<file path="config.mk">
export PLATFORM = sky130hd
export DESIGN_NAME = hazard_scoreboard
export DESIGN_NICKNAME = d
export VERILOG_FILES = /design/src/rtl/hazard_pkg.sv /design/src/rtl/hazard_md_counter.sv /design/src/rtl/hazard_scoreboard.sv
export SDC_FILE = /design/constraint.sdc
export NUM_CORES = 1
export LEC_CHECK = 0
export ABC_AREA = 1
export CAP_MARGIN = 20
export CORE_MARGIN = 4
export CORE_UTILIZATION = 30
export CTS_CLUSTER_DIAMETER = 30
export DETAILED_ROUTE_END_ITERATION = 8
export HOLD_SLACK_MARGIN = 0.15
export MAX_ROUTING_LAYER = met4
export PLACE_DENSITY = 0.7
export SLEW_MARGIN = 20
export SYNTH_ARGS = -nofsm -noshare
export SYNTH_HDL_FRONTEND = slang
export SYNTH_SLANG_ARGS = --single-unit
export TNS_END_PERCENT = 5
</file>
<file path="constraint.sdc">
create_clock -name clk -period 3 [get_ports clk]
set_input_delay 0.6 -clock clk [delete_from_list [all_inputs] [get_ports clk]]
set_output_delay 0.6 -clock clk [all_outputs]
set_load 0.01 [all_outputs]
</file>
<file path="src/rtl/hazard_pkg.sv">
// hazard_pkg: shared scoreboard entry type, Tnew constants and address-width helper
package hazard_pkg;

    localparam int SB_AW = 8;
    localparam int SB_TW = 4;

    typedef enum logic [SB_TW-1:0] {T0, T1, T2} tval_e;

    typedef struct packed {
        logic             valid;
        logic [SB_AW-1:0] a3;
        logic [SB_TW-1:0] tnew;
    } sb_entry_t;

    function automatic int addr_width(input int n);
        return (n > 2) ? $clog2(n) : 1;
    endfunction

endpackage

</file>
<file path="src/rtl/hazard_md_counter.sv">
// hazard_md_counter: multiply/divide occupancy counter driving md_busy
module hazard_md_counter #(
    parameter int MULT_LAT = 5,
    parameter int DIV_LAT  = 10
) (
    input  logic clk,
    input  logic rst_n,
    input  logic load,
    input  logic div,
    output logic busy
);

    localparam int MAXL = (DIV_LAT > MULT_LAT) ? DIV_LAT : MULT_LAT;
    localparam int CNW  = $clog2(MAXL + 1);

    logic [CNW-1:0] md_cnt;

    // load the latency of the issuing operation, otherwise count down to idle
    always_ff @(posedge clk or negedge rst_n) begin
        if (!rst_n)
            md_cnt <= '0;
        else if (load)
            md_cnt <= div ? CNW'(DIV_LAT) : CNW'(MULT_LAT);
        else if (md_cnt != '0)
            md_cnt <= md_cnt - 1'b1;
    end

    assign busy = (md_cnt != '0);

endmodule

</file>
<file path="src/rtl/hazard_scoreboard.sv">
// hazard_scoreboard: ID-stage stall/forward control from an in-flight destination scoreboard
module hazard_scoreboard
    import hazard_pkg::*;
#(
    parameter int DW       = 32,
    parameter int NREG     = 32,
    parameter int NSTG     = 3,
    parameter int TW       = 2,
    parameter int MULT_LAT = 5,
    parameter int DIV_LAT  = 10,
    parameter int CW       = 32,
    localparam int AW      = addr_width(NREG)
) (
    input  logic               clk,
    input  logic               rst_n,
    input  logic               id_valid,
    input  logic [AW-1:0]      id_a1,
    input  logic [AW-1:0]      id_a2,
    input  logic               id_use1,
    input  logic               id_use2,
    input  logic [TW-1:0]      id_tuse1,
    input  logic [TW-1:0]      id_tuse2,
    input  logic [AW-1:0]      id_a3,
    input  logic [TW-1:0]      id_tnew,
    input  logic               id_md_use,
    input  logic               id_md_start,
    input  logic               id_md_div,
    input  logic [DW-1:0]      id_rd1,
    input  logic [DW-1:0]      id_rd2,
    input  logic [NSTG*DW-1:0] stg_wd,
    output logic [DW-1:0]      id_rd1_fwd,
    output logic [DW-1:0]      id_rd2_fwd,
    output logic               id_fwd1_pend,
    output logic               id_fwd2_pend,
    output logic               stall,
    output logic               stall_raw,
    output logic               stall_md,
    output logic               md_busy,
    output logic [CW-1:0]      stall_cnt
);

    sb_entry_t       sb [NSTG];
    logic [AW-1:0]   src_a [2];
    logic            src_use [2];
    logic [TW-1:0]   src_tuse [2];
    logic [DW-1:0]   src_rd [2];
    logic [NSTG-1:0] mt [2];
    logic            hit [2];
    logic            near_rdy [2];
    logic [DW-1:0]   near_wd [2];
    logic [DW-1:0]   fwd [2];
    logic            pend [2];

    assign src_a[0]    = id_a1;
    assign src_a[1]    = id_a2;
    assign src_use[0]  = id_use1;
    assign src_use[1]  = id_use2;
    assign src_tuse[0] = id_tuse1;
    assign src_tuse[1] = id_tuse2;
    assign src_rd[0]   = id_rd1;
    assign src_rd[1]   = id_rd2;

    // per-source, per-stage producer match; register 0 never matches
    always_comb begin
        for (int x = 0; x < 2; x++) begin
            mt[x] = '0;
            for (int k = 0; k < NSTG; k++)
                mt[x][k] = sb[k].valid && (sb[k].a3 != '0) &&
                           (sb[k].a3 == SB_AW'(src_a[x])) && src_use[x];
        end
    end

    // RAW stall over every matching stage, and nearest-producer selection for forwarding
    always_comb begin
        stall_raw = 1'b0;
        for (int x = 0; x < 2; x++) begin
            hit[x]      = 1'b0;
            near_rdy[x] = 1'b0;
            near_wd[x]  = '0;
            for (int k = NSTG - 1; k >= 0; k--) begin
                if (mt[x][k]) begin
                    hit[x]      = 1'b1;
                    near_rdy[x] = (sb[k].tnew == T0);
                    near_wd[x]  = stg_wd[k*DW +: DW];
                end
                if (mt[x][k] && (SB_TW'(src_tuse[x]) < sb[k].tnew))
                    stall_raw = 1'b1;
            end
        end
    end

    assign stall_md = id_valid && id_md_use && md_busy;
    assign stall    = stall_raw | stall_md;

    // operand select: zero register, ready producer, or register file with pending flag
    always_comb begin
        for (int x = 0; x < 2; x++) begin
            fwd[x]  = (src_a[x] == '0) ? '0 : (hit[x] && near_rdy[x]) ? near_wd[x] : src_rd[x];
            pend[x] = (src_a[x] != '0) && hit[x] && !near_rdy[x] && !stall;
        end
    end

    assign id_rd1_fwd   = fwd[0];
    assign id_rd2_fwd   = fwd[1];
    assign id_fwd1_pend = pend[0];
    assign id_fwd2_pend = pend[1];

    // scoreboard always advances; a stalled or empty ID slot enters as a bubble
    always_ff @(posedge clk or negedge rst_n) begin
        if (!rst_n) begin
            for (int k = 0; k < NSTG; k++)
                sb[k] <= '0;
        end else begin
            sb[0] <= (stall || !id_valid) ? '0 :
                     '{valid: 1'b1, a3: SB_AW'(id_a3), tnew: SB_TW'(id_tnew)};
            for (int k = 1; k < NSTG; k++)
                sb[k] <= '{valid: sb[k-1].valid, a3: sb[k-1].a3,
                           tnew: (sb[k-1].tnew == T0) ? sb[k-1].tnew : sb[k-1].tnew - T1};
        end
    end

    hazard_md_counter #(
        .MULT_LAT(MULT_LAT),
        .DIV_LAT (DIV_LAT)
    ) u_md (
        .clk  (clk),
        .rst_n(rst_n),
        .load (id_valid && id_md_start && !stall),
        .div  (id_md_div),
        .busy (md_busy)
    );

    // saturating stall-cycle performance counter
    always_ff @(posedge clk or negedge rst_n) begin
        if (!rst_n)
            stall_cnt <= '0;
        else if (stall && (stall_cnt != '1))
            stall_cnt <= stall_cnt + 1'b1;
    end

endmodule

</file>
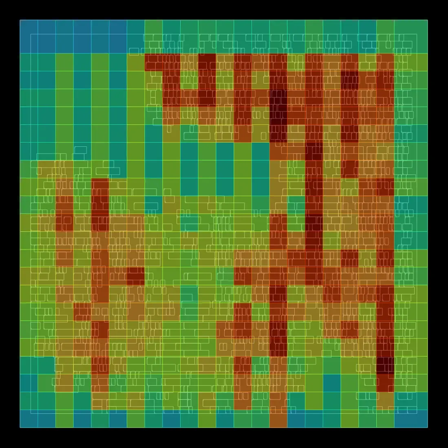
Fig. 1. Routing congestion map.
Avg WL per Cell: 17.25 um
grt met3 use: 4.374%
met2 usage: 41.47%
Layout Utilization: 53.34%

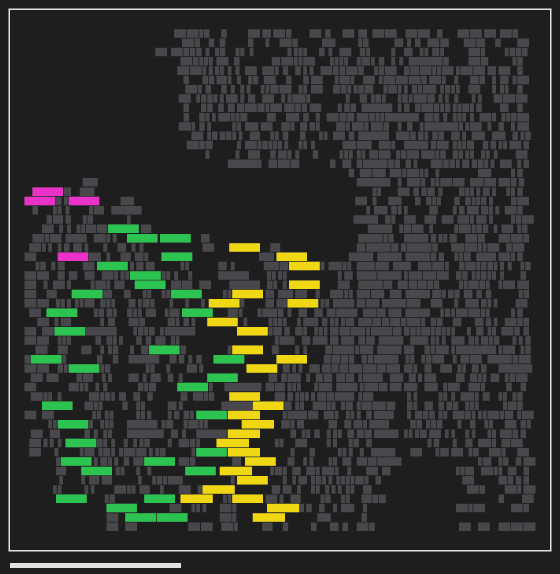
Fig. 2. Sequential cells grouped by signal name.
The bar under the picture is 50 um long.
[magenta] `u_md.md_cnt` | placed flops: 4
[green] `stall_cnt` | placed flops: 32
[yellow] `sb` | placed flops: 27
register area: 1589 sq um
sequential share of cell area: 13.57%
seq pwr: 1.13 mW

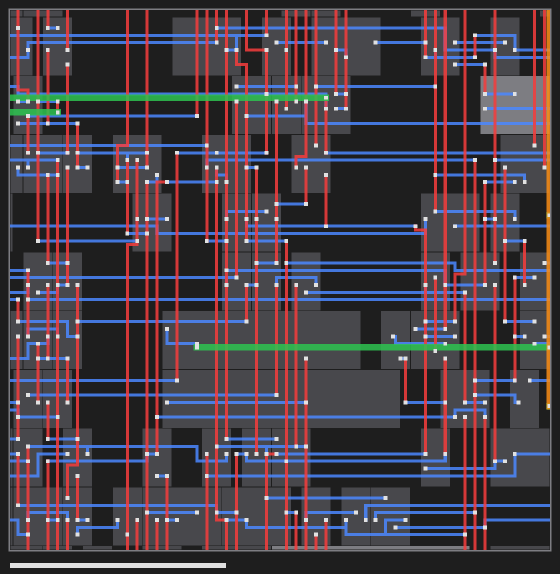
Fig. 3. A small window of the routed layout.
The bar under the picture is 10 um long. Region (27, 27) to (52, 52) um. Cells in grey, sequential cells in the stronger grey; small squares are vias.
[orange] metal 4
[green] metal 3
[red] metal 2
[blue] metal 1
cells with their middle in the window: 57
most frequent: nand2_1 (17), nor2_1 (12), nor3_1 (6)
sequential cells in the window: 0

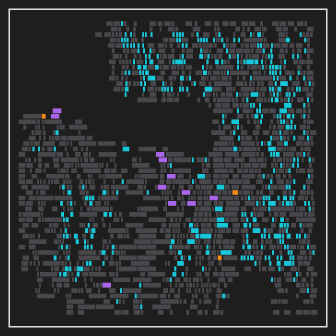
Fig. 4. Gate-type map.
[cyan] NOR gates | cells: 372 | where: spread over the die
[purple] adder and majority cells | cells: 11 | where: centre
[orange] AND and OR gates | cells: 3

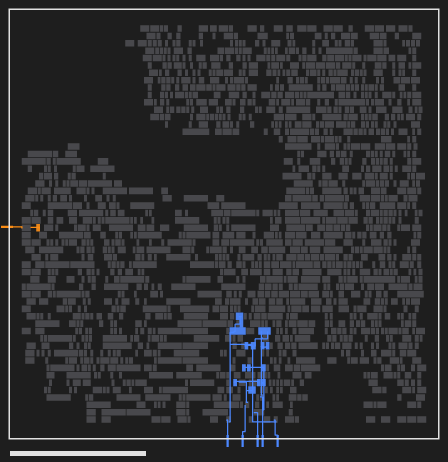
Fig. 5. I/O nets highlighted.
The bar under the picture is 50 um long.
[blue] `id_a1` | bits: 5 | direction: input | edge: south | end cells: 18 | buffers: 7 | wire: 229 um
[orange] `id_md_start` | bits: 1 | direction: input | edge: west | end cells: 1 | buffers: 1 | wire: 8.00 um
I/O pin cnt: 291
buffers added on ports: 290

==> flow_summary.toml <==
# generated from flow reports
[outcome]
status = "finished, violations left"
violations = "setup timing"

[sta]
finalWorstSetupSlack_ns = -0.1062
setup_viol = 18

[power_and_ir_drop]
internal-power_mw = 2.418
clkPwrFrac_pct = 31.5

[synth]
common_cells = "337 x nor2_1, 219 x nand2_1, 129 x inv_1, 107 x o21ai_0, 71 x a21oi_1"
netlist_logic_family_top = "simple AND/OR/NAND/NOR gates"
area_leaders = "dfrtp_1 23%, nor2_1 19%, nand2_1 12%, o21ai_0 8.0%, inv_1 7.2%"

[drt]
wirelength_um = 31880
met2_wirelength_um = 15560
firstDrtPassIters = 5
vias_per_cell = 5.003

[critical_path]
cpMaxStageDelayCell = "dfrtp_2"
critPathRequiredTime_ns = 2.40
critPathCaptureType = "output port"
cp-startpoint = "sb[20]"

[finish]
clock_cell_area_share_pct = 2.799
post_layout_nonfiller_instances = 1848
final_cell_mix = "279 x nor2_1, 210 x nand2_1, 207 x clkdlybuf4s50_1"

[place]
pre_cts_slack_ns = -0.8171

[global_routing]
grt_first_pass_wirelength_um = 47040

[cts]
cts_resized = 416
clock-root-buffer = "clkbuf_16"
cts_made_buffers = 9
Power and IR drop assume default switching activity.
